Figure 1. M2 wires (run 1).
Drawn at 3 px/um. Cells faint in the background.
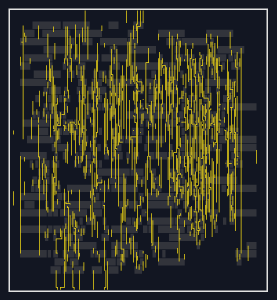
Figure 2. Gate-type map (run 1).
Drawn at 4 px/um.
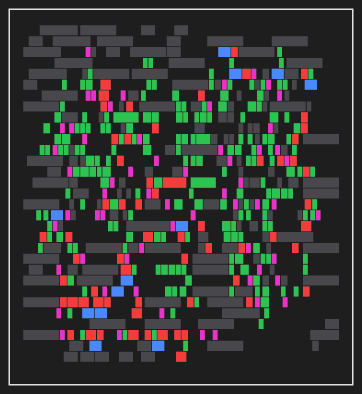
Figure 3. Routing congestion map (run 1).
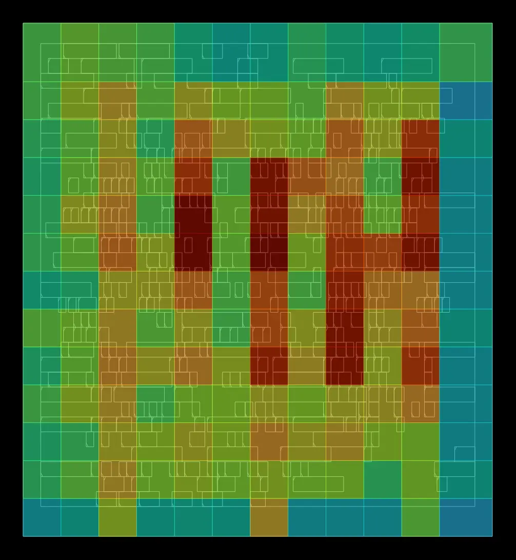
Figure 4. Layout detail (run 1).
Region (23, 45) to (63, 85) um. Cells in gray, sequential cells in the stronger gray; small squares are vias.
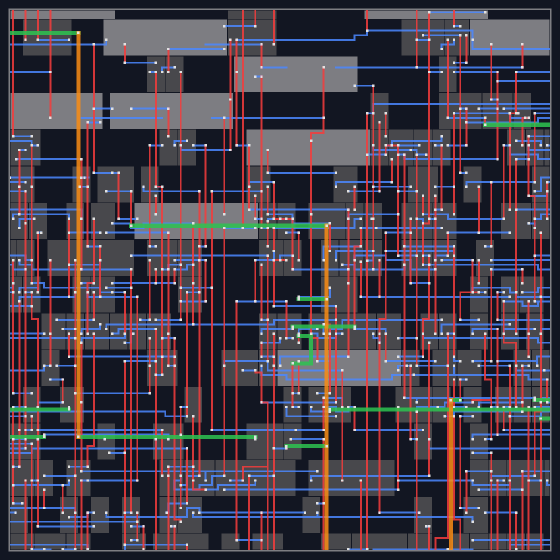
[config.mk]
export PLATFORM = sky130hd
export DESIGN_NAME = ps2_host_tx
export DESIGN_NICKNAME = d
export VERILOG_FILES = /design/src/rtl/ps2_host_tx.sv
export SDC_FILE = /design/constraint.sdc
export NUM_CORES = 1
export LEC_CHECK = 0
export ABC_AREA = 1
export CORE_ASPECT_RATIO = 1.1
export CORE_MARGIN = 3
export CORE_UTILIZATION = 45
export CTS_BUF_LIST = sky130_fd_sc_hd__clkbuf_4
export DETAILED_ROUTE_END_ITERATION = 12
export GPL_TIMING_DRIVEN = 1
export REMOVE_ABC_BUFFERS = 1
export SLEW_MARGIN = 0
export SYNTH_ARGS = -nofsm -noshare
export SYNTH_HDL_FRONTEND = slang
export SYNTH_SLANG_ARGS = --single-unit
[constraint.sdc]
create_clock -name clock -period 2.4 [get_ports clock]
set_clock_uncertainty 0.2 [all_clocks]
set_input_delay 0.48 -clock clock [delete_from_list [all_inputs] [get_ports clock]]
set_output_delay 0.48 -clock clock [all_outputs]
set_load 0.005 [all_outputs]
[src/rtl/ps2_host_tx.sv]
// Host-to-device PS/2 transmitter: sends one command byte per request using the
// request-to-send sequence on open-drain clock/data pads and reports ack or failure.
module ps2_host_tx #(
  parameter int INHIBIT_CYCLES = 5000,
  parameter int TIMEOUT_CYCLES = 1_000_000
) (
  input  logic       clock,
  input  logic       resetn,
  input  logic [7:0] tx_data,
  input  logic       tx_start,
  output logic       tx_busy,
  output logic       tx_done,
  output logic       tx_error,
  input  logic       ps2_clock_in,
  input  logic       ps2_data_in,
  output logic       ps2_clock_oe,
  output logic       ps2_data_oe
);

  localparam int CNT_MAX = (INHIBIT_CYCLES > TIMEOUT_CYCLES) ? INHIBIT_CYCLES : TIMEOUT_CYCLES;
  localparam int CNT_W   = $clog2(CNT_MAX + 1);
  localparam logic [CNT_W-1:0] INHIBIT_LAST = CNT_W'(INHIBIT_CYCLES - 1);
  localparam logic [CNT_W-1:0] TIMEOUT_LAST = CNT_W'(TIMEOUT_CYCLES - 1);

  typedef enum logic [3:0] {
    S_IDLE,
    S_INHIBIT,
    S_REQ,
    S_DATA,
    S_PARITY,
    S_ACK,
    S_WAIT_IDLE,
    S_DONE,
    S_ERR
  } state_t;

  function automatic logic odd_parity(input logic [7:0] d);
    return ~^d;
  endfunction

  state_t           state;
  logic [8:0]       shift_reg;
  logic [3:0]       bit_cnt;
  logic [CNT_W-1:0] cnt;

  logic clk_sync_p0, clk_sync_p1, clk_prev_p2, fall_p2;
  logic data_sync_p0, data_sync_p1;
  logic in_frame, timeout_hit;

  // Pad synchronizers (p0, p1) and registered falling-edge detect (p2)
  always_ff @(posedge clock or negedge resetn) begin
    if (!resetn) begin
      clk_sync_p0  <= 1'b1;
      clk_sync_p1  <= 1'b1;
      clk_prev_p2  <= 1'b1;
      fall_p2      <= 1'b0;
      data_sync_p0 <= 1'b1;
      data_sync_p1 <= 1'b1;
    end else begin
      clk_sync_p0  <= ps2_clock_in;
      clk_sync_p1  <= clk_sync_p0;
      clk_prev_p2  <= clk_sync_p1;
      fall_p2      <= clk_prev_p2 & ~clk_sync_p1;
      data_sync_p0 <= ps2_data_in;
      data_sync_p1 <= data_sync_p0;
    end
  end

  assign in_frame = (state == S_REQ) || (state == S_DATA) || (state == S_PARITY) ||
                    (state == S_ACK) || (state == S_WAIT_IDLE);
  assign timeout_hit = (cnt == TIMEOUT_LAST);

  // Protocol FSM; every pad enable and status output is a flop
  always_ff @(posedge clock or negedge resetn) begin
    if (!resetn) begin
      state        <= S_IDLE;
      shift_reg    <= '0;
      bit_cnt      <= '0;
      cnt          <= '0;
      tx_busy      <= 1'b0;
      tx_done      <= 1'b0;
      tx_error     <= 1'b0;
      ps2_clock_oe <= 1'b0;
      ps2_data_oe  <= 1'b0;
    end else begin
      tx_done  <= 1'b0;
      tx_error <= 1'b0;
      if (in_frame) cnt <= cnt + 1'b1;

      if (in_frame && timeout_hit) begin
        ps2_clock_oe <= 1'b0;
        ps2_data_oe  <= 1'b0;
        tx_error     <= 1'b1;
        state        <= S_ERR;
      end else begin
        case (state)
          S_IDLE: begin
            if (tx_start) begin
              shift_reg    <= {odd_parity(tx_data), tx_data};
              bit_cnt      <= '0;
              cnt          <= '0;
              tx_busy      <= 1'b1;
              ps2_clock_oe <= 1'b1;
              state        <= S_INHIBIT;
            end
          end
          S_INHIBIT: begin
            if (cnt == INHIBIT_LAST) begin
              ps2_clock_oe <= 1'b0;
              ps2_data_oe  <= 1'b1;
              cnt          <= '0;
              state        <= S_REQ;
            end else begin
              cnt <= cnt + 1'b1;
            end
          end
          S_REQ: begin
            if (fall_p2) begin
              ps2_data_oe <= ~shift_reg[0];
              bit_cnt     <= '0;
              state       <= S_DATA;
            end
          end
          S_DATA: begin
            // shift_reg[1] is the bit after the one on the wire; after d7 it is parity
            if (fall_p2) begin
              ps2_data_oe <= ~shift_reg[1];
              shift_reg   <= shift_reg >> 1;
              if (bit_cnt == 4'd7) state <= S_PARITY;
              else bit_cnt <= bit_cnt + 1'b1;
            end
          end
          S_PARITY: begin
            if (fall_p2) begin
              ps2_data_oe <= 1'b0;
              state       <= S_ACK;
            end
          end
          S_ACK: begin
            if (fall_p2) begin
              if (!data_sync_p1) begin
                state <= S_WAIT_IDLE;
              end else begin
                ps2_clock_oe <= 1'b0;
                ps2_data_oe  <= 1'b0;
                tx_error     <= 1'b1;
                state        <= S_ERR;
              end
            end
          end
          S_WAIT_IDLE: begin
            if (clk_sync_p1 && data_sync_p1) begin
              tx_done <= 1'b1;
              state   <= S_DONE;
            end
          end
          S_DONE, S_ERR: begin
            tx_busy <= 1'b0;
            state   <= S_IDLE;
          end
          default: begin
            ps2_clock_oe <= 1'b0;
            ps2_data_oe  <= 1'b0;
            tx_busy      <= 1'b0;
            state        <= S_IDLE;
          end
        endcase
      end
    end
  end

endmodule

==> out/results.txt, run 1 <==
vias per inst = 5.25
share of post-route cells with drive strength above 1 = 11.7%
kind of start point of the critical path = flop
Setup WS post-layout = 168 ps
clock power share = 12.1%
Chip Area, Yosys = 3130 um2
average wire length per cell after detail routing = 13.3 um
clock period minus worst slack = 2230 ps
ratio of total power to cell area = 1150 nW/um2
Layout Nets = 477
global-route wire length before repair = 12600 um
RePlAce Congestion = 0.949
Max H-tree Level = 2
pre-CTS setup slack = 178 ps
Power Internal = 2.04 mW
Clk Tree Root Cell = sky130_fd_sc_hd__clkbuf_4
Peak VDD IR = 0.576 mV
clock tree from TritonCTS = yes
number of register bits inferred by synthesis = 48
most frequent cells in the layout = 122 x sky130_fd_sc_hd__nand2_1, 51 x sky130_fd_sc_hd__inv_1, 42 x sky130_fd_sc_hd__dfrtp_1
Clk Latency, worst-skew pair = 370 ps
relative max-transition margin = 74.3%
Chip Height = 93.5 um
run status = completed
final-layout fill cell count = 673
DRC violations left = 0
total count of hold-check failures in the final report = 0
max-capacitance violation count = 0
Max Fclk = 448 MHz
top post-synthesis cells by area = sky130_fd_sc_hd__dfrtp_1 34%, sky130_fd_sc_hd__nand2_1 15%, sky130_fd_sc_hd__inv_1 6.1%, sky130_fd_sc_hd__nand3_1 5.9%, sky130_fd_sc_hd__nor2_1 4.7%
largest area contributor in the netlist = sky130_fd_sc_hd__dfrtp_1
DR iter-0 viols = 99
post-detailed-routing wire length = 7250 um
sum of negative setup slack = 0 ps
Critical Path Fanout Max = 13
Multi-input gate area = 1620 um2
Worst Path Arrival = 2330 ps
Final setup viols = 0
area share, top type = 34.4%
overflow left after global routing = 0
Worst Setup Path Type = reg -> reg
most frequent standard cell in the layout excluding fill and tap cells = sky130_fd_sc_hd__nand2_1
proportion of synthesized chip area in sequential cells = 38.6%
number of flops mapped to enable cells by yosys = 0
count of warning messages emitted by the tools = 25
number of antenna violations at the first check in global routing = 0
## Picture notes: Figure 1
wire length on this layer = 3590 um
longest straight run = 68.3 um

## Picture notes: Figure 2
nand cells -> green  # cells 183
xor and xnor cells -> blue  # cells 12
inv cells -> magenta  # cells 60
aoi and oai cells -> red  # cells 62, where spread over the die

## Picture notes: Figure 3
overall routing resource usage: 19.4%
final standard cell utilization of the core: 52.0%
GR Util met2: 34.5%
most congested layer reported by global routing: met2

## Picture notes: Figure 4
metal 1 -> blue
metal 4 -> orange
metal 3 -> green
metal 2 -> red
most frequent = nand2_1 (38), nor2_1 (14), inv_1 (14)
cells with their middle in the window = 134
netlist names of flops here include = cnt (4)
sequential cells in the window = 8

## run 1: critical path, cell delays in order (launching register included)
cell and delay [ps]:
sky130_fd_sc_hd__dfrtp_2 430, sky130_fd_sc_hd__ha_1 260, sky130_fd_sc_hd__nand2_2 100, sky130_fd_sc_hd__nor2_4 130, sky130_fd_sc_hd__nand2_2 100, sky130_fd_sc_hd__nor2_4 130, sky130_fd_sc_hd__nand3_4 150, sky130_fd_sc_hd__nand2_2 150
sky130_fd_sc_hd__inv_2 50, sky130_fd_sc_hd__nand2_2 200, sky130_fd_sc_hd__o21ai_0 130, sky130_fd_sc_hd__a21oi_1 140
## run 1: power by group through the flow
stage | logic, mW | registers (mW) | clock network, mW
2_1_floorplan | 1.57 | 1.30 | 0
3_3_place_gp | 2.15 | 1.36 | 0
3_5_place_dp | 2.17 | 1.36 | 0
4_1_cts | 2.18 | 1.35 | 0.504
5_1_grt | 2.49 | 1.40 | 0.525
6_report | 2.16 | 1.35 | 0.482
## run 1: cell families (layout without fill, tap and decap cells)
kind of cell | after synthesis | after routing | synth area share, %
simple gates | 247 | 247 | 36.3
buf+inv | 70 | 92 | 9.67
compound gates | 62 | 62 | 11.4
flops | 48 | 48 | 38.6
xor+xnor | 12 | 12 | 3.36
fa+ha+maj | 2 | 2 | 0.799
## run 1: area by class of cell
class                      count  share of cell area (%)
tap                           82                    2.96
sequential                    48                    34.8
multi-input combinational    323                    46.7
timing repair buffer          24                    6.71
clock inverter                 3                    1.23
clock buffer                   5                    1.08
inverter                      60                    6.49
## run 1: metrics by stage
step | cell area, um2 | hold WS, ps | total power [mW] | std cells
detailed placement | 3380 | 151 | 3.53 | 536
floorplan | 3050 | -15.6 | 2.87 | 431
CTS | 3470 | 171 | 4.03 | 545
global placement | 3380 | 146 | 3.51 | 536
global route | 3470 | 175 | 4.41 | 545
finish | 3470 | 168 | 3.99 | 545
## run 1: layer usage
metal,global-route usage (%),wire (um),vias up
met3,3.08,219,11
met2,34.5,3590,46
li1,-,-,1473
met4,6.60,110,0
met5,0,0,-
met1,23.6,3330,1329
## run 1: timing repair
| action | in CTS | in global routing |
|---|---|---|
| setup endpoints to repair | 0 | 2 |
| gates resized | 0 | 1 |
| hold buffers | 1 | 0 |
| endpoints found under the hold margin | 43 | 0 |
## run 1: path summary, 6_finish.rpt
| kind | startpoint | end | slack [ps] | cells after the start |
|---|---|---|---|---|
| hold reg to reg | clk_sync_p0 | clk_sync_p1 | 170 | 0 |
| min in group asynchronous | resetn | cnt[8] | 410 | 3 |
| max in group asynchronous | resetn | clk_sync_p1 | 1300 | 3 |
| setup / recovery | cnt[0] | cnt[2] | 170 | 11 |
| hold / removal | clk_sync_p0 | clk_sync_p1 | 170 | 0 |
| setup reg to reg | cnt[0] | cnt[2] | 170 | 11 |
==> run 2, diff against run 1 <==
--- a/config.mk
+++ b/config.mk
@@ -5,13 +5,14 @@
 export SDC_FILE = /design/constraint.sdc
 export NUM_CORES = 1
 export LEC_CHECK = 0
-export ABC_AREA = 1
+export ABC_AREA = 0
 export CORE_ASPECT_RATIO = 1.1
 export CORE_MARGIN = 3
-export CORE_UTILIZATION = 45
+export CORE_UTILIZATION = 60
 export CTS_BUF_LIST = sky130_fd_sc_hd__clkbuf_4
 export DETAILED_ROUTE_END_ITERATION = 12
 export GPL_TIMING_DRIVEN = 1
+export PLACE_DENSITY = 0.8
 export REMOVE_ABC_BUFFERS = 1
 export SLEW_MARGIN = 0
 export SYNTH_ARGS = -nofsm -noshare
Figure 5. Layout detail (run 2).
Region (17, 36) to (57, 76) um. Cells in gray, sequential cells in the stronger gray; small squares are vias.
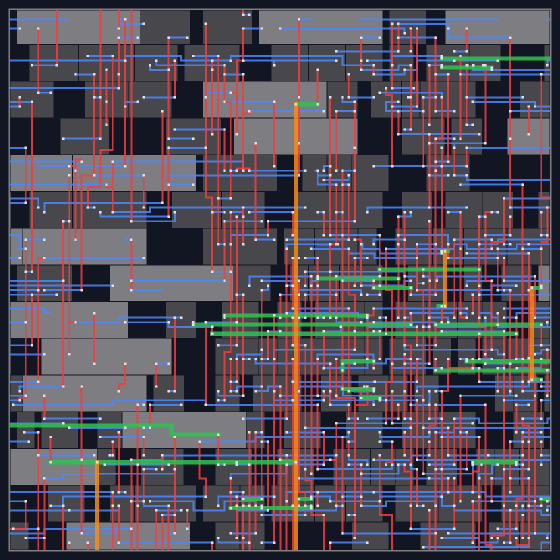
metal 2 -> red
metal 1 -> blue
metal 3 -> green
metal 4 -> orange
cells with their middle in the window = 134
most frequent = dfrtp_1 (12), nand3_1 (9), nand2_1 (8)
netlist names of flops here include = shift_reg (5), cnt (3), bit_cnt (2)
sequential cells in the window = 14

==> out/results.txt, run 2 <==
Chip Height = 80.1 um
top post-synthesis cells by area = sky130_fd_sc_hd__dfrtp_1 36%, sky130_fd_sc_hd__dfstp_2 4.4%, sky130_fd_sc_hd__mux2_4 4.0%, sky130_fd_sc_hd__nand2_1 3.3%, sky130_fd_sc_hd__mux2_2 3.0%
relative max-transition margin = 59.8%
total count of hold-check failures in the final report = 0
proportion of synthesized chip area in sequential cells = 40.3%
synthesis-to-layout area growth = 12.0%
count of warning messages emitted by the tools = 25
Synth Cell Area = 2990 um2
RePlAce Congestion = 0.913
final-layout fill cell count = 370
overall routing resource usage = 24.3%
Clk Latency, worst-skew pair = 380 ps
Critical Path Fanout Max = 9
Resized Gates After CTS = 0
DRC violations left = 0
DR iter-0 viols = 320
Clk Tree Root Cell = sky130_fd_sc_hd__clkbuf_4
clock period minus worst slack = 2250 ps
kind of start point of the critical path = flop
Worst Setup Path Type = reg -> reg
Layout Nets = 352
cell area after placement = 3280 um2
run status = completed
number of flops mapped to enable cells by yosys = 0
Final setup viols = 0
area share, top type = 35.9%
number of global-route vias before repair = 2328
largest area contributor in the netlist = sky130_fd_sc_hd__dfrtp_1
Max H-tree Level = 2
Max Fclk = 444 MHz
clock tree from TritonCTS = yes
ratio of total power to cell area = 1040 nW/um2
vias per inst = 6.48
share of post-route cells with drive strength above 1 = 19.8%
hold slack final = 172 ps
number of register bits inferred by synthesis = 48
ys flop type = sky130_fd_sc_hd__dfrtp_1
post-detailed-routing wire length = 6580 um
global-route wire length before repair = 11200 um
Peak VDD IR = 0.598 mV
Chip Area, Yosys = 2990 um2
number of flip-flops under the largest register name = 20
Worst Path Arrival = 2330 ps
max-capacitance violation count = 0
most frequent standard cell in the layout excluding fill and tap cells = sky130_fd_sc_hd__dfrtp_1
post-route standard cell area excluding fillers = 3350 um2
most frequent cells in the layout = 43 x sky130_fd_sc_hd__dfrtp_1, 26 x sky130_fd_sc_hd__nand2_1, 19 x sky130_fd_sc_hd__nor2_1
average wire length per cell after detail routing = 16.7 um
number of antenna violations at the first check in global routing = 0
-- run 2: metal layers --
layer	up-vias	wire [um]	track usage, %
li1	1214	-	-
met1	1237	3100	35.9
met2	93	3080	37.0
met3	11	307	3.13
met4	0	97	7.43
met5	-	0	0
-- run 2: final timing paths --
| kind | from | end | slack, ps | depth (start not counted) |
|---|---|---|---|---|
| worst max-delay path | cnt[0] | shift_reg[1] | 150 | 6 |
| worst min-delay path | clk_sync_p0 | clk_sync_p1 | 170 | 0 |
| worst max register to register | cnt[0] | shift_reg[1] | 150 | 6 |
| worst min register to register | clk_sync_p0 | clk_sync_p1 | 170 | 0 |
| max in group asynchronous | resetn | cnt[13] | 1080 | 3 |
| min in group asynchronous | resetn | cnt[14] | 510 | 3 |
-- run 2: area by class of cell --
cell class | count | area (um2) | share of cell area, %
Timing Repair Buffer | 36 | 323 | 9.63
Tap cell | 56 | 70.1 | 2.09
Sequential cell | 48 | 1210 | 36.0
Clock inverter | 3 | 23.8 | 0.709
Clock buffer | 5 | 37.5 | 1.12
Inverter | 13 | 48.8 | 1.46
Multi-Input combinational cell | 233 | 1640 | 49.0
-- run 2: report_power, final --
part           internal (mW)  switching (mW)  total [mW]
sequential              1.07           0.307        1.38
clock                  0.116           0.279       0.395
combinational          0.856           0.846        1.70
-- run 2: cell families after synthesis --
kind of cell    Yosys count  synth area share, %
compound gates           88                 19.6
xor+xnor                 10                 2.93
fa+ha+maj                 2                0.836
buf+inv                  30                 4.81
flops                    48                 40.3
mux                      18                 7.69
simple gates            115                 23.8
-- run 2: worst max-delay path: stages (launching register included) --
cell                      delay, ps
sky130_fd_sc_hd__dfrtp_1        460
sky130_fd_sc_hd__ha_1           260
sky130_fd_sc_hd__and3_1         220
sky130_fd_sc_hd__and4_1         360
sky130_fd_sc_hd__nand3_4        120
sky130_fd_sc_hd__nand3_4        200
sky130_fd_sc_hd__mux2_4         320
-- run 2: per-stage QoR --
| step | std cells | total power [mW] | setup slack [ps] | setup TNS, ps | utilization (%) |
|---|---|---|---|---|---|
| after global routing | 394 | 3.72 | 21.8 | 0 | 71.1 |
| after CTS | 394 | 3.47 | 171 | 0 | 71.1 |
| after global placement | 385 | 3.00 | 107 | 0 | 69.6 |
| after floorplan | 294 | 2.50 | -62.7 | -502 | - |
| after detailed placement | 385 | 3.07 | 98.8 | 0 | 69.6 |
| final | 394 | 3.47 | 148 | 0 | 71.1 |
-- run 2: what timing repair did --
action | in CTS | in global routing
hold endpoints to repair | 19 | 0
hold buffers | 1 | 0
setup buffers | 0 | 0
setup endpoints to repair | 0 | 0
Power is estimated from default activity; no workload was simulated.
